## config.mk

```make
export PLATFORM = sky130hd
export DESIGN_NAME = alu_sequencer
export DESIGN_NICKNAME = d
export VERILOG_FILES = /design/src/rtl/alu_sequencer.sv
export SDC_FILE = /design/constraint.sdc
export NUM_CORES = 1
export LEC_CHECK = 0
export ABC_AREA = 1
export CAP_MARGIN = 25
export CORE_AREA = 2 2 132 134
export DETAILED_ROUTE_END_ITERATION = 8
export DIE_AREA = 0 0 134 136
export GPL_TIMING_DRIVEN = 0
export HOLD_SLACK_MARGIN = 0.06
export PLACE_DENSITY = 0.59
export SYNTH_ARGS = -nofsm -noshare
export SYNTH_HDL_FRONTEND = slang
export SYNTH_SLANG_ARGS = --single-unit
```

## constraint.sdc

```tcl
create_clock -name clk -period 3.3 [get_ports clk]
set_input_delay 0.495 -clock clk [delete_from_list [all_inputs] [get_ports clk]]
set_output_delay 0.495 -clock clk [all_outputs]
set_load 0.05 [all_outputs]
```

## src/rtl/alu_sequencer.sv

```systemverilog
// Micro-programmed controller for the register-file + ALU datapath: sequences read/write
// decoder and ALU selects from a writable program, with flag branches and a step watchdog.
module alu_sequencer #(
    parameter int unsigned SELECTIONALU  = 3,
    parameter int unsigned SELECTIONDECO = 3,
    parameter int unsigned PROG_DEPTH    = 8,
    parameter int unsigned MAX_STEPS     = 255,
    localparam int unsigned ADDR_W       = $clog2(PROG_DEPTH),
    localparam int unsigned W            = 2 + SELECTIONALU + 3 * SELECTIONDECO
) (
    input  logic                     clk,
    input  logic                     lowRst,
    input  logic                     start,
    input  logic                     sOverflow,
    input  logic                     sCarry,
    input  logic                     sNegative,
    input  logic                     sZero,
    input  logic                     progWe,
    input  logic [ADDR_W-1:0]        progAddr,
    input  logic [W-1:0]             progData,
    output logic [SELECTIONDECO-1:0] sSelDecoA,
    output logic [SELECTIONDECO-1:0] sSelDecoB,
    output logic [SELECTIONDECO-1:0] sSelDecoC,
    output logic [SELECTIONALU-1:0]  sSelAlu,
    output logic                     busy,
    output logic                     done,
    output logic                     timeout,
    output logic [ADDR_W-1:0]        pc
);

    localparam int unsigned STEP_W = $clog2(MAX_STEPS + 1);
    localparam int unsigned SD     = SELECTIONDECO;
    localparam logic [1:0]  K_EXEC   = 2'b00;
    localparam logic [1:0]  K_BRANCH = 2'b01;
    localparam logic [1:0]  K_HALT   = 2'b10;
    localparam logic [W-1:0] HALT_WORD = {K_HALT, {(W-2){1'b0}}};

    typedef enum logic [2:0] {IDLE, ISSUE, READ, EXEC, DONE} state_t;

    state_t              state, stateNext;
    logic [ADDR_W-1:0]   pcNext, pcInc, target;
    logic [STEP_W-1:0]   step, stepNext;
    logic [3:0]          flags, flagsNext;       // {V, C, N, Z}
    logic                timeoutNext, advance, taken, lastPc, targetOk;
    logic [W-1:0]        prog [PROG_DEPTH];
    logic [W-1:0]        word;
    logic [1:0]          kind;
    logic [SELECTIONALU-1:0] wAlu, aluNext;
    logic [SD-1:0]       wA, wB, wC, selANext, selBNext, selCNext;
    logic                busyNext, doneNext;

    assign word     = prog[pc];
    assign kind     = word[W-1 -: 2];
    assign wAlu     = word[3*SD +: SELECTIONALU];
    assign wA       = word[2*SD +: SD];
    assign wB       = word[SD +: SD];
    assign wC       = word[0 +: SD];
    assign target   = wB[ADDR_W-1:0];
    assign targetOk = 32'(target) < PROG_DEPTH;
    assign pcInc    = pc + ADDR_W'(1);
    assign lastPc   = pc == ADDR_W'(PROG_DEPTH - 1);

    // Program store; writes only land while no run is in progress
    always_ff @(posedge clk or negedge lowRst) begin
        if (!lowRst) begin
            for (int i = 0; i < int'(PROG_DEPTH); i++) prog[i] <= HALT_WORD;
        end else if (progWe && !busy && 32'(progAddr) < PROG_DEPTH) begin
            prog[progAddr] <= progData;
        end
    end

    // Branch condition against the flags latched by the last EXEC
    always_comb begin
        taken = 1'b0;
        case (wA[2:0])
            3'b000:  taken = 1'b1;
            3'b001:  taken = flags[0];
            3'b010:  taken = !flags[0];
            3'b011:  taken = flags[2];
            3'b100:  taken = !flags[2];
            3'b101:  taken = flags[1];
            3'b110:  taken = flags[3];
            default: taken = 1'b0;
        endcase
    end

    // State register with registered outputs
    always_ff @(posedge clk or negedge lowRst) begin
        if (!lowRst) begin
            state     <= IDLE;
            pc        <= '0;
            step      <= '0;
            flags     <= '0;
            timeout   <= 1'b0;
            busy      <= 1'b0;
            done      <= 1'b0;
            sSelDecoA <= '0;
            sSelDecoB <= '0;
            sSelDecoC <= '1;
            sSelAlu   <= '0;
        end else begin
            state     <= stateNext;
            pc        <= pcNext;
            step      <= stepNext;
            flags     <= flagsNext;
            timeout   <= timeoutNext;
            busy      <= busyNext;
            done      <= doneNext;
            sSelDecoA <= selANext;
            sSelDecoB <= selBNext;
            sSelDecoC <= selCNext;
            sSelAlu   <= aluNext;
        end
    end

    // Next-state logic
    always_comb begin
        stateNext   = state;
        pcNext      = pc;
        stepNext    = step;
        flagsNext   = flags;
        timeoutNext = timeout;
        advance     = 1'b0;
        case (state)
            IDLE, DONE: begin
                if (start) begin
                    stateNext   = ISSUE;
                    pcNext      = '0;
                    stepNext    = '0;
                    flagsNext   = '0;
                    timeoutNext = 1'b0;
                end
            end
            ISSUE: begin
                stepNext = step + STEP_W'(1);
                case (kind)
                    K_EXEC:   stateNext = READ;
                    K_BRANCH: begin
                        if (!taken) begin
                            advance = 1'b1;
                        end else if (targetOk) begin
                            pcNext = target;
                        end else begin
                            stateNext = DONE;
                        end
                    end
                    K_HALT:   stateNext = DONE;
                    default:  advance = 1'b1;
                endcase
            end
            READ: stateNext = EXEC;
            EXEC: begin
                flagsNext = {sOverflow, sCarry, sNegative, sZero};
                advance   = 1'b1;
            end
            default: stateNext = IDLE;
        endcase
        // Falling off the end of the program is an ordinary halt
        if (advance) begin
            if (lastPc) begin
                pcNext    = '0;
                stateNext = DONE;
            end else begin
                pcNext    = pcInc;
                stateNext = ISSUE;
            end
        end
        if (stateNext == ISSUE && stepNext == STEP_W'(MAX_STEPS)) begin
            stateNext   = DONE;
            timeoutNext = 1'b1;
        end
    end

    // Output values for the state being entered; write select only valid in EXEC
    always_comb begin
        selANext = '0;
        selBNext = '0;
        selCNext = '1;
        aluNext  = '0;
        if (stateNext == READ || stateNext == EXEC) begin
            selANext = wA;
            selBNext = wB;
            aluNext  = wAlu;
        end
        if (stateNext == EXEC) selCNext = wC;
        busyNext = (stateNext == ISSUE) || (stateNext == READ) || (stateNext == EXEC);
        doneNext = stateNext == DONE;
    end

endmodule

```

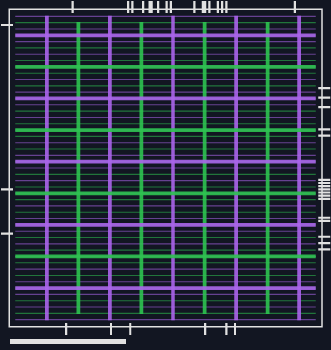
(run_1/power_grid.png)
Bar = 50 um. Pins as bars on the die edge.
Key: VDD = green; VSS = purple
9 straps on met5. 9 straps on met4.
area of the core: 16900 sq um
die y size: 136 um
die extent in x: 134 um
maximum vdd drop: 481 uV

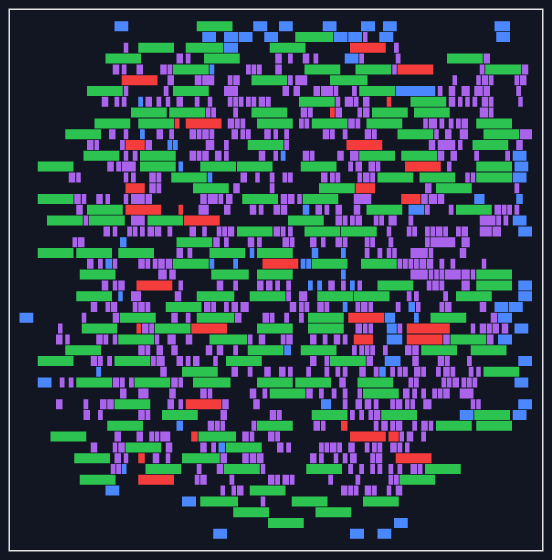
(run_1/placement_by_type.png)
Key: other buffers and delay cells = blue [cells 83]; combinational and other logic = purple [cells 613]; flops = green [cells 145]; clock drivers and dummy loads = red [cells 32]
Cell Rows: 48
flop share of the area: 0.460
design area: 7910 sq um
Final Util: 0.469

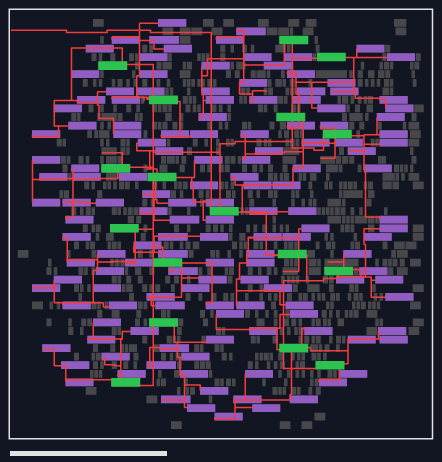
(run_1/clk_routes.png)
Bar = 50 um.
Key: clock wires = red [length 2000 um]; flip-flops = purple [count 145]; clock drivers = green [count 17]
Position of the flops: all over the die.

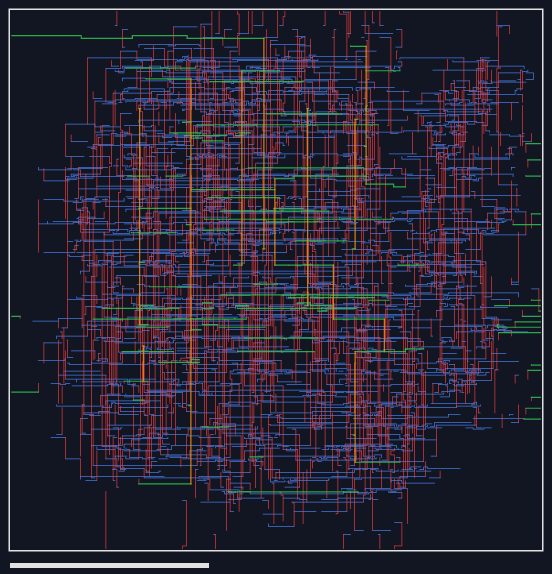
(run_1/wires.png)
Bar = 50 um.
Key: metal 4 = orange [wire length 456 um]; metal 1 = blue [wire length 8700 um]; metal 2 = red [wire length 8960 um]; metal 3 = green [wire length 1000 um]
average wire per standard cell: 17.4 um
GRT Total Usage: 0.222

==> impl_metrics.csv, run 1 <==
group,metric,value,unit
finish,flops,145,
die,dieArea,18200,sq um
job,warnings,26,
pwr,p_leak,3.75,nW
clock_tree,htree_num_levels,4,
finish,sh_comb_area,0.316,
pwr,pg_clk,1.87,mW
placed_design,dp_cells,1065,
min_path,hold_path.class,"reg -> reg",
finish,nonClockInverterCount,73,
setup_path,crit_chain,"clkdlybuf4s50_1 > inv_1 > nor2_1 > inv_1 > nor2_1 > inv_1 > nor3_2 > clkbuf_1 > o21ai_0",
placed_design,place_hpwl,12.8,mm
pwr,power.internal,4.74,mW
grt,grt_use_met1,0.301,
grt,grtUsageMet2,0.351,
finish,buffers_excl_clock,83,
finish,top_register,"prog",
min_path,hold_depth,1,
synth,synth-xor-area-share,0,
finish,layout-drive-gt1-share,0.0859,
clock_tree,postCtsSetupBuffers,0,
setup_path,path_buffers,5,
finish,logic_area,2500,sq um
clock_tree,cts_resized,0,
route,ant_nets,0,
job,cap_violations,0,
die,io_pins,43,
grt,antenna_found_initial,0,
pwr,pwr-share-clk,0.241,
synth,mux_share,0,
clock_tree,clkTransAtPathRegs,60,ps
synth,yosysWarnings,0,
synth,edf_count,0,
setup_path,crit_slowest_cell,"nor3_2",
setup_path,crit_path_end,"prog[66]$_DFFE_PN0P_",
final_timing,setup-tns-final,0,ps
route,dr_wl_met3,1.00,mm
placed_design,pre_cts_ws,270,ps
outcome,run_status,"complete, no violations",
synth,top_area_frac,0.507,
pwr,seq_power_share,0.384,
final_timing,fin_hold_ws,469,ps
setup_path,worst-r2r-cell-count,7,
final_timing,slew_headroom,0.360,
synth,top_cell,"nand2_1",
final_timing,post-route-period-util,0.799,
route,wirelength_met1,8.70,mm
min_path,hold_path_end,"step[7]$_DFF_PN0_",
finish,mostFrequentLayoutCell,"nand2_1",
synth,yosys_area,6620,sq um
final_timing,rsz0062_at_grt,"false",
route,wl_met2,8.96,mm
placed_design,placed_cell_area,7340,sq um
finish,clockNetworkAreaShare,0.0715,
clock_tree,cts_sinks,145,
route,drcViolationCount,0,
finish,fillerInstances,1704,
setup_path,cp_top_family,"buffers and inverters",
finish,nNetsFinal,888,
setup_path,cp-startpoint,"progWe",
synth,avgSynthCellArea,8.29,sq um
synth,synth.distinct_cells,34,
synth,topCombFamilyByArea,"simple AND/OR/NAND/NOR gates",
--- run 2 (diff from run 1) ---
==> constraint.sdc (replaced) <==
create_clock -name clk -period 2.5 [get_ports clk]
set_input_delay 0.375 -clock clk [delete_from_list [all_inputs] [get_ports clk]]
set_output_delay 0.375 -clock clk [all_outputs]
set_load 0.05 [all_outputs]
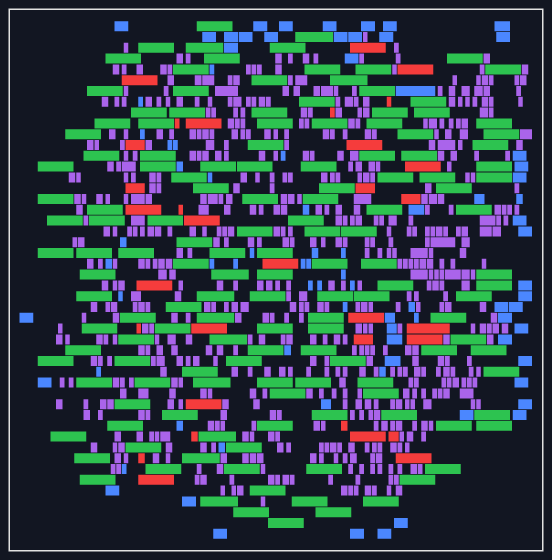
(run_2/placement_by_type.png)
Key: combinational and other logic = purple [cells 613]; other buffers and delay cells = blue [cells 83]; clock drivers and dummy loads = red [cells 32]; flops = green [cells 145]
flop share of the area: 0.460
design area: 7920 sq um

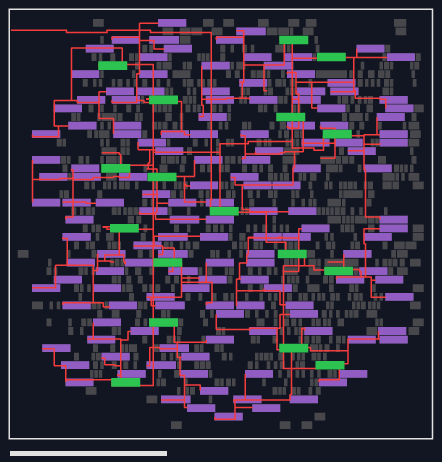
(run_2/clk_routes.png)
Bar = 50 um.
Key: clock drivers = green [count 17]; flip-flops = purple [count 145]; clock wires = red [length 2000 um]
Position of the flops: all over the die.
Clk. pwr: 2.47 mW
clk_skew: 7.41 ps
Late-Pin Clk Latency: 440 ps

==> run 2 against run 1 <==
Area after synthesis did not move; critical path depth decreased by 2; register-to-register slack worse by 650 ps; sequential cell count unchanged; design area up 0.13%; critical endpoint is now sSelAlu[2]$_DFF_PN0_; largest cell class unchanged.
==> impl_metrics.csv, run 2 <==
group,metric,value,unit
synth,yosys_area,6620,sq um
synth,mux_share,0,
setup_path,rrSetupSlack,120,ps
final_timing,slew_headroom,0.504,
clock_tree,htree_num_levels,4,
final_timing,worst_slew_pin_slew,736,ps
outcome,run_status,"complete, no violations",
setup_path,path_buffers,3,
clock_tree,clkTransAtPathRegs,60,ps
finish,sh_comb_area,0.317,
setup_path,worstSetupPathType,"reg -> reg",
setup_path,crit_slowest_cell,"dfrtp_1",
synth,top_area_frac,0.507,
setup_path,worst-r2r-cell-count,7,
final_timing,post-route-period-util,0.952,
setup_path,worstSetupEndpointType,"register",
route,ant_nets,0,
finish,mostFrequentLayoutCell,"nand2_1",
setup_path,critPathLaunchType,"register",
setup_path,crit_chain,"buf_4 > buf_2 > clkbuf_1 > o21ai_0 > a21oi_1 > nor3_1 > a211oi_1",
synth,top_cell,"nand2_1",
finish,buffers_excl_clock,83,
setup_path,cp-startpoint,"pc[1]$_DFFE_PN0P_",
finish,layout-drive-gt1-share,0.0882,
placed_design,dp_cells,1065,
synth,edf_count,0,
synth,synth-xor-area-share,0,
pwr,peakVddDrop,639,uV
grt,grt_max_degree,94,
setup_path,cp_top_family,"buffers and inverters",
die,placementRows,48,
die,fp.dieH,136,um
pwr,power.internal,6.25,mW
job,warnings,26,
finish,final_core_util,0.469,
finish,largestRegisters,"prog (112), step (8), flags (4)",
synth,common_cells,"208 x nand2_1, 137 x o21ai_0, 134 x dfrtp_1",
finish,fillerInstances,1704,
setup_path,cp.depth,7,
finish,nonClockInverterCount,73,
finish,clockNetworkAreaShare,0.0714,
finish,flop_area,3640,sq um
finish,largest_cell_class,"registers",
die,dieWidth,134,um
final_timing,finalHoldViolCount,0,
route,wl_met2,8.91,mm
clock_tree,cts_resized,0,
final_timing,rsz0062_at_grt,"false",
finish,logic_area,2510,sq um
placed_design,pre_cts_ws,-410,ps
die,dieArea,18200,sq um
synth,yosysWarnings,0,
setup_path,rr_endpoint,"sSelAlu[2]$_DFF_PN0_",
route,drcViolationCount,0,
synth,synth-simple-area-share,0.211,
grt,grt_use_met1,0.301,
min_path,hold_path.class,"in -> async",
route,dr_wl_met3,1.02,mm
pwr,pwr-share-clk,0.241,
finish,flops,145,
pwr,seq_power_share,0.384,
route,wl_per_cell,17.4,um
clock_tree,cts_sinks,145,
grt,antenna_found_initial,0,
synth,topCombFamilyByArea,"simple AND/OR/NAND/NOR gates",
job,cap_violations,0,
clock_tree,cts_inserted_buffers,17,
placed_design,place_hpwl,12.8,mm
grt,grt_use_total,0.222,
synth,avgSynthCellArea,8.29,sq um
synth,synth.distinct_cells,34,
placed_design,placed_cell_area,7340,sq um
finish,top_register,"prog",
route,highest_layer,"met4",
clock_tree,postCtsSetupBuffers,0,
die,core-area,16900,sq um
finish,final_layout_top_logic_cells,"208 x nand2_1, 137 x o21ai_0, 134 x dfrtp_1",
final_timing,setup-tns-final,0,ps
finish,nNetsFinal,888,
grt,grtUsageMet2,0.351,
synth,synth_stat.cells,798,
final_timing,fin_hold_ws,453,ps
pwr,p_leak,3.76,nW
die,io_pins,43,
route,wirelength_met1,8.76,mm
setup_path,crit_path_end,"sSelAlu[2]$_DFF_PN0_",
==> run_2/clocks.png <==
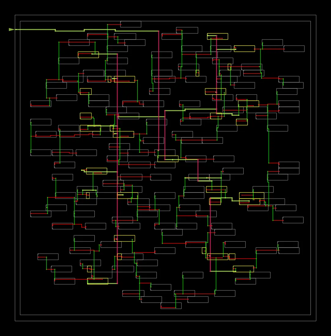

--- run 3 (diff from run 2) ---
--- a/config.mk
+++ b/config.mk
@@ -13,6 +13,7 @@
 export GPL_TIMING_DRIVEN = 0
 export HOLD_SLACK_MARGIN = 0.06
 export PLACE_DENSITY = 0.59
+export SLEW_MARGIN = 30
 export SYNTH_ARGS = -nofsm -noshare
 export SYNTH_HDL_FRONTEND = slang
 export SYNTH_SLANG_ARGS = --single-unit
==> constraint.sdc (replaced) <==
create_clock -name clk -period 2.6 [get_ports clk]
set_input_delay 0.39 -clock clk [delete_from_list [all_inputs] [get_ports clk]]
set_output_delay 0.39 -clock clk [all_outputs]
set_load 0.1 [all_outputs]
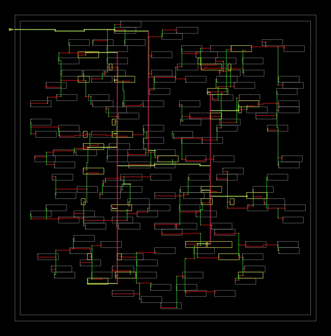
(run_3/clocks.png)
clock buffer count: 25
CTS sink cnt: 145
Clk. pwr: 2.41 mW
CTS buffer count: 17
registers: 145

==> run 3 against run 2 <==
Utilization about the same; combinational power increased by 4%; synthesized cell count unchanged; clock power decreased by 2%; first-iteration DRC count increased by 23%; global-route usage decreased by 0.23 points; critical path depth decreased by 6; design area about the same; power decreased by 0.65%; sequential power decreased by 4%; critical path type is now reg -> out; largest power group is now combinational logic.
==> impl_metrics.csv, run 3 <==
group,metric,value,unit
job,warnings,27,
die,dieArea,18200,sq um
placed_design,pre_cts_ws,-274,ps
setup_path,cp_top_family,"buffers and inverters",
die,fp.dieH,136,um
finish,buffers_excl_clock,83,
final_timing,post-route-period-util,0.981,
placed_design,placed_cell_area,7340,sq um
grt,grtUsageMet2,0.352,
synth,ys_async_sr_fraction,1.00,
min_path,hold_path_end,"step[7]$_DFF_PN0_",
clock_tree,cts_resized,0,
finish,top_register,"prog",
clock_tree,postCtsSetupBuffers,0,
synth,synth-simple-area-share,0.211,
setup_path,cp-startpoint,"pc[1]$_DFFE_PN0P_",
finish,largest_cell_class,"registers",
pwr,p_leak,3.76,nW
synth,top_cell,"nand2_1",
placed_design,place_hpwl,12.8,mm
setup_path,cp.depth,1,
finish,flop_area,3640,sq um
final_timing,finalHoldViolCount,0,
finish,mostFrequentLayoutCell,"nand2_1",
setup_path,crit_chain,"clkdlybuf4s50_1",
die,placementRows,48,
finish,final_area,7920,sq um
setup_path,rrSetupSlack,80,ps
synth,common_cells,"208 x nand2_1, 137 x o21ai_0, 134 x dfrtp_1",
final_timing,slew_headroom,0.344,
synth,synth.distinct_cells,34,
pwr,seq_power_share,0.370,
final_timing,fin_hold_ws,467,ps
synth,avgSynthCellArea,8.29,sq um
route,dr_wl_met3,830,um
route,wl_per_cell,17.3,um
grt,grt_max_degree,76,
finish,layout-drive-gt1-share,0.0859,
placed_design,dp_cells,1065,
route,wirelength_met1,8.85,mm
finish,clockNetworkAreaShare,0.0720,
final_timing,fin_skew,9.01,ps
finish,fillerInstances,1662,
setup_path,rr_endpoint,"prog[67]$_DFFE_PN0P_",
finish,seq_share,0.460,
finish,logic_area,2500,sq um
setup_path,critPathLaunchType,"register",
route,highest_layer,"met4",
clock_tree,clkTransAtPathRegs,60,ps
synth,synth-xor-area-share,0,
finish,sh_comb_area,0.315,
finish,nNetsFinal,888,
synth,top_area_frac,0.507,
setup_path,crit_slowest_cell,"clkdlybuf4s50_1",
die,core-area,16900,sq um
pwr,power.internal,6.05,mW
final_timing,rsz0062_at_grt,"true",
min_path,hold_depth,1,
outcome,run_status,"complete, no violations",
route,wl_met2,8.83,mm
synth,edf_count,0,
final_timing,worst_slew_pin_slew,980,ps
synth,topCombFamilyByArea,"simple AND/OR/NAND/NOR gates",
clock_tree,htree_num_levels,4,
synth,synth_stat.cells,798,
finish,largestRegisters,"prog (112), step (8), flags (4)",
synth,mux_share,0,
setup_path,worstSetupEndpointType,"output pin",
synth,yosys_area,6620,sq um
grt,grt_use_met1,0.299,
finish,nonClockInverterCount,73,
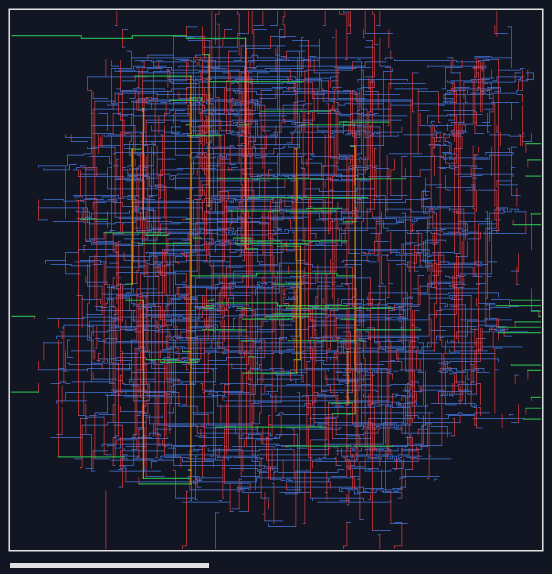
(run_3/wires.png)
Bar = 50 um.
Key: metal 1 = blue [wire length 8850 um]; metal 2 = red [wire length 8830 um]; metal 3 = green [wire length 831 um]; metal 4 = orange [wire length 466 um]
GRT Total Usage: 0.220
via count: 5648

No activity file was given, so power comes from the tool's default toggle rates.
